--- src/rtl/pwm_audio_out_if.sv ---
// Sample/control and PWM output bundle for pwm_audio_out.
interface pwm_audio_out_if #(
    parameter int DATA_W  = 16,
    parameter int SHIFT_W = 4
);
    logic [DATA_W-1:0]  sample_in;
    logic               sample_valid_in;
    logic [SHIFT_W-1:0] shift_in;
    logic [2:0]         vol_in;
    logic               mute_in;
    logic               pwm_out;
    logic               sd_out;
    logic               clip_out;
    logic               period_start_out;

    modport master (
        output sample_in, sample_valid_in, shift_in, vol_in, mute_in,
        input  pwm_out, sd_out, clip_out, period_start_out
    );

    modport slave (
        input  sample_in, sample_valid_in, shift_in, vol_in, mute_in,
        output pwm_out, sd_out, clip_out, period_start_out
    );
endinterface

--- src/rtl/pwm_audio_out.sv ---
// Audio output stage: saturating gain, volume attenuation, offset-binary PWM, mute fade FSM.
// Optional macro FADE_DITHER_EN adds first-order error-feedback on the truncated sample bits.
module pwm_audio_out #(
    parameter int DATA_W  = 16,
    parameter int PWM_W   = 8,
    parameter int SHIFT_W = 4
) (
    input  logic           clk_in,
    input  logic           rst_in,
    pwm_audio_out_if.slave bus
);
    localparam int G_W    = DATA_W + 2**SHIFT_W;
    localparam int FRAC_W = DATA_W - PWM_W;
    localparam int TOP_W  = G_W - FRAC_W;
    localparam int R_W    = $clog2(PWM_W + 1);
    localparam logic [R_W-1:0]          R_FULL   = R_W'(PWM_W);
    localparam logic [PWM_W-1:0]        MIDSCALE = {1'b1, {(PWM_W-1){1'b0}}};
    localparam logic signed [PWM_W-1:0] S_MAX    = {1'b0, {(PWM_W-1){1'b1}}};
    localparam logic signed [PWM_W-1:0] S_MIN    = {1'b1, {(PWM_W-1){1'b0}}};

    typedef enum logic [1:0] {PLAY, FADE_OUT, MUTE, FADE_IN} state_t;

    state_t                   state, state_next;
    logic [R_W-1:0]           r, r_next;
    logic [PWM_W-1:0]         count, active, load_level;
    logic signed [PWM_W-1:0]  pending, s_val, a_val, faded;
    logic signed [G_W-1:0]    sample_ext;
    logic signed [TOP_W-1:0]  g_top;
    logic [TOP_W-PWM_W:0]     g_hi;
    logic [2:0]               atten;
    logic                     ovf, load;
    logic                     pwm_q, clip_q, period_start_q;
`ifdef FADE_DITHER_EN
    logic [FRAC_W-1:0]        acc, acc_sum, frac;
    logic                     carry;
`endif

    assign load = (count == '1);

    // Only the bits that survive into the PWM level are kept; the saturation
    // test looks at everything above the level's sign bit.
    always_comb begin
        sample_ext = {{(G_W-DATA_W){bus.sample_in[DATA_W-1]}}, bus.sample_in};
        g_top      = TOP_W'((sample_ext <<< bus.shift_in) >>> FRAC_W);
        g_hi       = g_top[TOP_W-1:PWM_W-1];
        ovf        = !((&g_hi) || !(|g_hi));
        s_val      = ovf ? (g_top[TOP_W-1] ? S_MIN : S_MAX) : g_top[PWM_W-1:0];
`ifdef FADE_DITHER_EN
        frac             = ovf ? {FRAC_W{!g_top[TOP_W-1]}} : FRAC_W'(sample_ext <<< bus.shift_in);
        {carry, acc_sum} = {1'b0, acc} + {1'b0, frac};
        if (carry && (s_val != S_MAX)) begin
            s_val = s_val + 1'b1;
        end
`endif
        atten = 3'd7 - bus.vol_in;
        a_val = s_val >>> atten;
    end

    always_comb begin
        state_next = state;
        r_next     = r;
        unique case (state)
            PLAY: if (load && bus.mute_in) begin
                r_next     = r + 1'b1;
                state_next = (r_next == R_FULL) ? MUTE : FADE_OUT;
            end
            FADE_OUT: if (load) begin
                if (!bus.mute_in) begin
                    state_next = FADE_IN;
                end else begin
                    r_next = r + 1'b1;
                    if (r_next == R_FULL) state_next = MUTE;
                end
            end
            MUTE: if (!bus.mute_in) state_next = FADE_IN;
            FADE_IN: if (load) begin
                if (bus.mute_in) begin
                    state_next = FADE_OUT;
                end else begin
                    r_next = r - 1'b1;
                    if (r_next == '0) state_next = PLAY;
                end
            end
        endcase
    end

    // The level loaded at a boundary already reflects that boundary's fade step.
    always_comb begin
        faded      = pending >>> r_next;
        load_level = (r_next == R_FULL) ? MIDSCALE : (faded ^ MIDSCALE);
    end

    always_ff @(posedge clk_in) begin
        if (rst_in) begin
            state <= MUTE;
            r     <= R_FULL;
        end else begin
            state <= state_next;
            r     <= r_next;
        end
    end

    always_ff @(posedge clk_in) begin
        if (rst_in) begin
            count          <= '0;
            active         <= MIDSCALE;
            pending        <= '0;
            pwm_q          <= 1'b0;
            clip_q         <= 1'b0;
            period_start_q <= 1'b0;
`ifdef FADE_DITHER_EN
            acc            <= '0;
`endif
        end else begin
            count          <= count + 1'b1;
            period_start_q <= load;
            pwm_q          <= (count < active);
            clip_q         <= 1'b0;
            if (load) active <= load_level;
            if (bus.sample_valid_in) begin
                pending <= a_val;
                clip_q  <= ovf;
`ifdef FADE_DITHER_EN
                acc     <= acc_sum;
`endif
            end
        end
    end

    assign bus.pwm_out          = pwm_q;
    assign bus.sd_out           = (state != MUTE);
    assign bus.clip_out         = clip_q;
    assign bus.period_start_out = period_start_q;
endmodule

--- src/flat_wrapper.sv ---
// flat-port wrapper written by rule: the top's interface ports become plain ports
module pwm_audio_out_flat 
#(
    parameter int DATA_W  = 16,
    parameter int PWM_W   = 8,
    parameter int SHIFT_W = 4
)
  (clk_in, rst_in, bus_sample_in, bus_sample_valid_in, bus_shift_in, bus_vol_in, bus_mute_in, bus_pwm_out, bus_sd_out, bus_clip_out, bus_period_start_out);
  pwm_audio_out_if #(.DATA_W(DATA_W), .SHIFT_W(SHIFT_W)) bus_i ();
  input  logic clk_in;
  input  logic rst_in;
  input wire logic [$bits(bus_i.sample_in)-1:0] bus_sample_in;
  input wire logic [$bits(bus_i.sample_valid_in)-1:0] bus_sample_valid_in;
  input wire logic [$bits(bus_i.shift_in)-1:0] bus_shift_in;
  input wire logic [$bits(bus_i.vol_in)-1:0] bus_vol_in;
  input wire logic [$bits(bus_i.mute_in)-1:0] bus_mute_in;
  output wire logic [$bits(bus_i.pwm_out)-1:0] bus_pwm_out;
  output wire logic [$bits(bus_i.sd_out)-1:0] bus_sd_out;
  output wire logic [$bits(bus_i.clip_out)-1:0] bus_clip_out;
  output wire logic [$bits(bus_i.period_start_out)-1:0] bus_period_start_out;
  assign bus_i.sample_in = bus_sample_in;
  assign bus_i.sample_valid_in = bus_sample_valid_in;
  assign bus_i.shift_in = bus_shift_in;
  assign bus_i.vol_in = bus_vol_in;
  assign bus_i.mute_in = bus_mute_in;
  assign bus_pwm_out = bus_i.pwm_out;
  assign bus_sd_out = bus_i.sd_out;
  assign bus_clip_out = bus_i.clip_out;
  assign bus_period_start_out = bus_i.period_start_out;
  pwm_audio_out #(.DATA_W(DATA_W), .PWM_W(PWM_W), .SHIFT_W(SHIFT_W)) u_core (.clk_in(clk_in), .rst_in(rst_in), .bus(bus_i));
endmodule
--- config.mk ---
export PLATFORM = sky130hd
export DESIGN_NAME = pwm_audio_out_flat
export DESIGN_NICKNAME = d
export VERILOG_FILES = /design/src/rtl/pwm_audio_out_if.sv /design/src/rtl/pwm_audio_out.sv /design/src/flat_wrapper.sv
export SDC_FILE = /design/constraint.sdc
export NUM_CORES = 1
export LEC_CHECK = 0
export ABC_AREA = 1
export CORE_UTILIZATION = 35
export DETAILED_ROUTE_END_ITERATION = 10
export PLACE_DENSITY_LB_ADDON = 0.08
export SLEW_MARGIN = 0
export SYNTH_ARGS = -nofsm -noshare
export SYNTH_HDL_FRONTEND = slang
export SYNTH_SLANG_ARGS = --single-unit
--- constraint.sdc ---
create_clock -name clk_in -period 6.2 [get_ports clk_in]
set_input_delay 0.93 -clock clk_in [delete_from_list [all_inputs] [get_ports clk_in]]
set_output_delay 0.93 -clock clk_in [all_outputs]
set_load 0.1 [all_outputs]
Run 1, I/O nets highlighted:
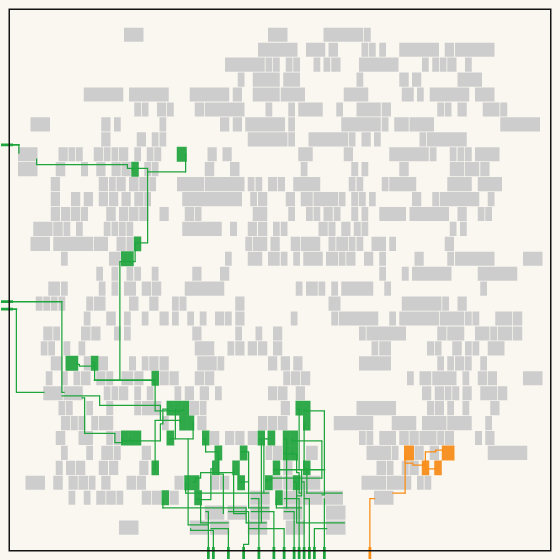
colour	port	bits	direction	end cells	wire
green	bus_sample_in	16	input	40	653 µm
orange	bus_mute_in	1	input	4	32.4 µm
IO Pins: 31
# port buffers: 30

Run 1, cell outlines without signal wires:
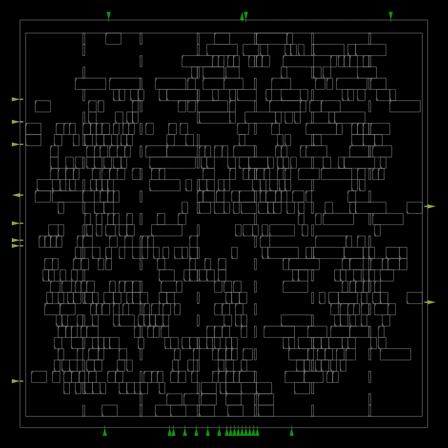
# Taps: 108
Non-Filler Instances: 671
fillers: 994

Run 1, signal metal coverage by tile:
20 x 20 tiles, from black (low) to pale yellow (high), scaled to the fullest tile. Values are wire area over tile area, all layers added.
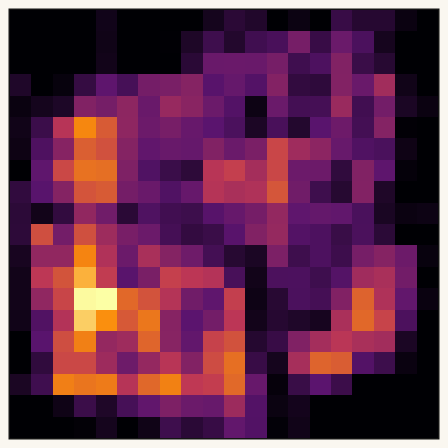
mean over tiles	0.14
tiles over half the peak	13%
densest ninth of the die	middle left
vias: 3540
GRT Util Overall: 0.1916
post-DR wirelength/cell: 13.16 µm

-- run 1: worst reg2reg max path, stage by stage, from the launching register on --
cell and delay [ns]:
dfxtp_1 0.38, ha_1 0.21, nand3_2 0.10, nor2_2 0.13
nand4_2 0.36, nor2_2 0.36, inv_1 0.12, nand2_1 0.07
nand3_1 0.07, nand2_1 0.06, nand2_1 0.06, nand2_2 0.22
inv_2 0.11, nand4_1 0.13, nand2_1 0.09, a21oi_4 0.20
nand2_1 0.10, a21oi_1 0.12
-- run 1: through the flow --
stage          hold WS, ns  instance area [µm²]  setup slack (ns)  cells  power (µW)
2_1_floorplan       0.4297                 3249             3.522    549       742.3
3_3_place_gp        0.4482                 3535             2.163    663       872.9
3_5_place_dp        0.4590                 3535             2.128    663       868.8
4_1_cts             0.4701                 3651             2.425    671        1081
5_1_grt             0.4926                 3651             2.018    671        1181
6_report            0.4651                 3651             2.385    671        1076
-- run 1: kinds of logic (layout without fill, tap and decap cells) --
family	count (synthesis)	after routing
adders and majority gates	15	15
xor gates and xnor gates	4	4
buffers and inverters	76	90
DFF	33	33
and+or+nand+nor	336	336
AOI/OAI and AO/OA	85	85
-- run 1: layout by cell type (no fill, tap or decap), types with 9 or more instances in the layout --
master / Yosys / layout
nand2_1: 176 / 176
nand3_1: 112 / 112
inv_1: 45 / 45
dfxtp_1: 33 / 33
a21oi_1: 31 / 31
clkdlybuf4s50_1: 0 / 30
nor2_1: 26 / 26
o21ai_0: 22 / 22
ha_1: 15 / 15
o211ai_1: 9 / 9
-- run 1: worst max-delay path by stage --
stage	endpoint	from	slack [ns]	depth (start not counted)
2_1_floorplan	u_core.pending[2]	bus_shift_in[0]	3.52	20
3_3_place_gp	u_core.pending[2]	bus_shift_in[1]	2.16	17
3_5_place_dp	u_core.pending[0]	bus_shift_in[1]	2.13	15
4_1_cts	u_core.pending[0]	bus_shift_in[1]	2.42	15
5_1_grt	u_core.pending[2]	bus_shift_in[1]	2.02	18
6_report	u_core.pending[0]	bus_shift_in[1]	2.38	17
-- run 1: where the power goes --
part	internal [µW]	switching [µW]	total, µW
Clock	131	78.7	210
Sequential	234	20.6	255
Combinational	204	408	612
Total	569	507	1080
-- run 1: state kept, by name, summed over array words and instances (netlist names) --
name,count
u_core.bus.period_start_out,1
u_core.bus.clip_out,1
u_core.bus.pwm_out,1
u_core.pending,8
u_core.active,8
u_core.state,2
u_core.count,8
u_core.r,4
-- run 1: layer usage --
layer	up-vias	GRT usage	share of wire
li1	1852	-	-
met1	1601	0.2528	0.49
met2	75	0.3234	0.46
met3	12	0.02505	0.032
met4	0	0.06085	0.017
met5	-	0	0
-- run 1: area by class of cell --
type,count,area share
Clock buffer,7,0.02365
Clock inverter,1,0.008225
Inverter,52,0.05483
Multi-Input combinational cell,440,0.6131
Sequential cell,33,0.1809
Tap cell,108,0.03701
Timing Repair Buffer,30,0.08225
==> impl_metrics.py, run 1 <==
# Synthesis and PnR figures
metrics = {
    "sta": {
        "period_used_share": 0.6154,
        "rsz0062_at_grt": "no",
        "tns_ns": 0,
        "clock_skew_ns": 0.004749,
    },
    "detailed_routing": {
        "drt_pass1_iterations": 7,
    },
    "clocking": {
        "ctsHoldBuffers": 0,
        "clk_pin_slew_ns": 0.07,
        "cts_tree": "yes",
        "clock_latency_ns": 0.28,
        "numCtsBuffers": 5,
    },
    "worst_setup_path": {
        "crit_family": "simple AND/OR/NAND/NOR gates",
        "rrSetupSlack_ns": 3.21,
        "r2r-end": "u_core.active[3]",
        "startpoint_type": "primary input",
    },
    "power_and_ir_drop": {
        "p_per_area_mw_per_mm2": 294.8,
    },
    "floorplan": {
        "dieArea_mm2": 0.009674,
        "fp_util": 0.3672,
        "fp.coreArea_mm2": 0.008848,
        "die_w_um": 98.36,
        "die_h_um": 98.36,
        "rows": 34,
    },
    "logic_synthesis": {
        "synth_cell_types": 41,
        "synth-compound-area-share": 0.1613,
        "synthTopCellsByArea": "dfxtp_1 20%, nand2_1 20%, nand3_1 17%",
    },
    "layout": {
        "final_core_util": 0.4126,
        "final-seq-area_um2": 660.6,
    },
    "hold_path": {
        "holdPathStages": 2,
    },
    "outcome": {
        "status": "finished, final reports clean",
    },
}
==> run 2: changes to the inputs <==
==> constraint.sdc (replaced) <==
create_clock -name clk_in -period 3.95 [get_ports clk_in]
set_input_delay 0.5925 -clock clk_in [delete_from_list [all_inputs] [get_ports clk_in]]
set_output_delay 0.5925 -clock clk_in [all_outputs]
set_load 0.1 [all_outputs]
Run 2, where the registers sit:
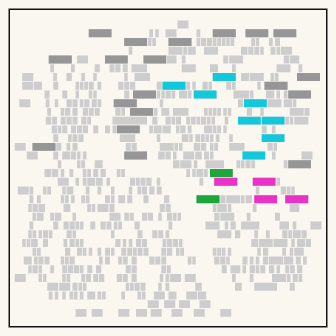
colour	netlist name	sequential cells
magenta	u_core.r	4
cyan	u_core.active	8
green	u_core.state	2
not coloured	19
sequential cell area share: 0.1784
Reg area: 660.6 µm²
Seq power: 401 µW
final design utilization: 0.4186

==> run 2 against run 1 <==
Sequential cell count unchanged. Sequential power increased by 57%. Synthesized area unchanged. Cell count increased by 1.0%. Via count decreased by 0.48%. Critical endpoint is now bus_sd_out. Count of clock-buffer cells in the layout unchanged. Synthesized cell count unchanged. Cell area increased by 1.4%. Total power increased by 57%. Hold slack improved by 0.0012 ns. Global-route usage decreased by 0.43 points. Register-to-register slack got worse by 2.0 ns.
==> impl_metrics.py, run 2 <==
# Synthesis and PnR figures
metrics = {
    "power_and_ir_drop": {
        "p_per_area_mw_per_mm2": 457.6,
    },
    "floorplan": {
        "die_w_um": 98.36,
        "rows": 34,
        "fp.coreArea_mm2": 0.008848,
        "ios": 31,
        "die_h_um": 98.36,
        "dieArea_mm2": 0.009674,
    },
    "logic_synthesis": {
        "synthTopCellsByArea": "dfxtp_1 20%, nand2_1 20%, nand3_1 17%",
        "synth-compound-area-share": 0.1613,
        "synth_cell_types": 41,
    },
    "clocking": {
        "clock_latency_ns": 0.28,
        "numCtsBuffers": 5,
        "cts_tree": "yes",
        "ctsHoldBuffers": 0,
    },
    "worst_setup_path": {
        "startpoint_type": "flip-flop",
        "crit_family": "buffers and inverters",
    },
    "place": {
        "port_buffers": 30,
        "placed_area_mm2": 0.003587,
    },
    "layout": {
        "layout_top_cell": "nand2_1",
        "fillCellCount": 976,
        "design_area_mm2": 0.003704,
        "final_cell_mix": "176 x nand2_1, 112 x nand3_1, 45 x inv_1",
    },
    "detailed_routing": {
        "dr_wl_met2_um": 3884,
        "drt_pass1_iterations": 7,
        "top_layer_used": "met4",
        "wl_met3_um": 327,
        "drt-met1-wl_um": 4281,
    },
    "sta": {
        "period_used_share": 0.7461,
    },
    "outcome": {
        "status": "finished, final reports clean",
    },
}
Run 2, signal metal coverage by tile:
20 x 20 tiles, from black (low) to pale yellow (high), scaled to the fullest tile. Values are wire area over tile area, all layers added.
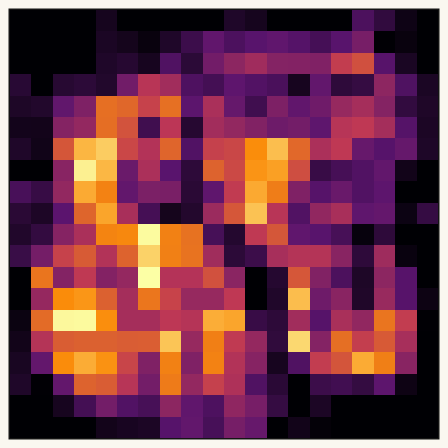
mean over tiles	0.14
nearly empty tiles	16%
fullest tile	0.45
emptiest ninth of the die	upper left
tiles over half the peak	24%
post-DR wirelength/cell: 12.70 µm
Total Wirelength: 8608 µm
GRT Util Overall: 0.1873
vias: 3523

==> run 2: cell counts after synthesis <==
No cell type changed its count.
==> run 2: where the power goes <==
group          internal, µW  switching (µW)
combinational           324             639
clock                   206             125
sequential              368            33.0
total                   897             797
==> run 2: final cells by class <==
type	count	area (µm²)	share of cell area
timing repair buffer	37	352.8	0.09527
clock buffer	7	86.33	0.02331
inverter	52	200.2	0.05405
tap	108	135.1	0.03649
sequential	33	660.6	0.1784
clock inverter	1	30.03	0.008108
multi-input combinational	440	2238	0.6044
==> run 2: cells by family (layout without fill, tap and decap cells) <==
logic type,count (synthesis),after routing
adders and majority gates,15,15
xor gates and xnor gates,4,4
buffers and inverters,76,97
and+or+nand+nor,336,336
DFF,33,33
AOI/OAI and AO/OA,85,85
==> run 2: metrics by stage <==
stage | cells | worst slack, ns | total power, µW
6_report | 678 | 1.003 | 1695
5_1_grt | 678 | 0.7265 | 1864
4_1_cts | 678 | 0.9877 | 1702
3_5_place_dp | 670 | 0.8458 | 1366
3_3_place_gp | 670 | 0.8552 | 1373
2_1_floorplan | 549 | 1.355 | 1165
==> run 2: layer usage <==
layer	global-route usage	vias up
li1	-	1874
met1	0.2539	1560
met2	0.3104	77
met3	0.02649	12
met4	0.05052	0
met5	0	-
==> run 2: worst min-delay path, cell delays in order, from the launching register on <==
cell and delay, ns:
dfxtp_1 0.31, nand2_1 0.06, a21oi_1 0.05
==> run 2: final timing paths <==
| check | startpoint | end | slack (ns) | cells after the start |
|---|---|---|---|---|
| worst min-delay path | u_core.active[1] | u_core.active[1] | 0.47 | 2 |
| worst min register to register | u_core.active[1] | u_core.active[1] | 0.47 | 2 |
| worst max-delay path | u_core.state[0] | bus_sd_out | 1.00 | 4 |
| worst max register to register | u_core.count[0] | u_core.active[2] | 1.23 | 18 |
Power is estimated from default activity; no workload was simulated.
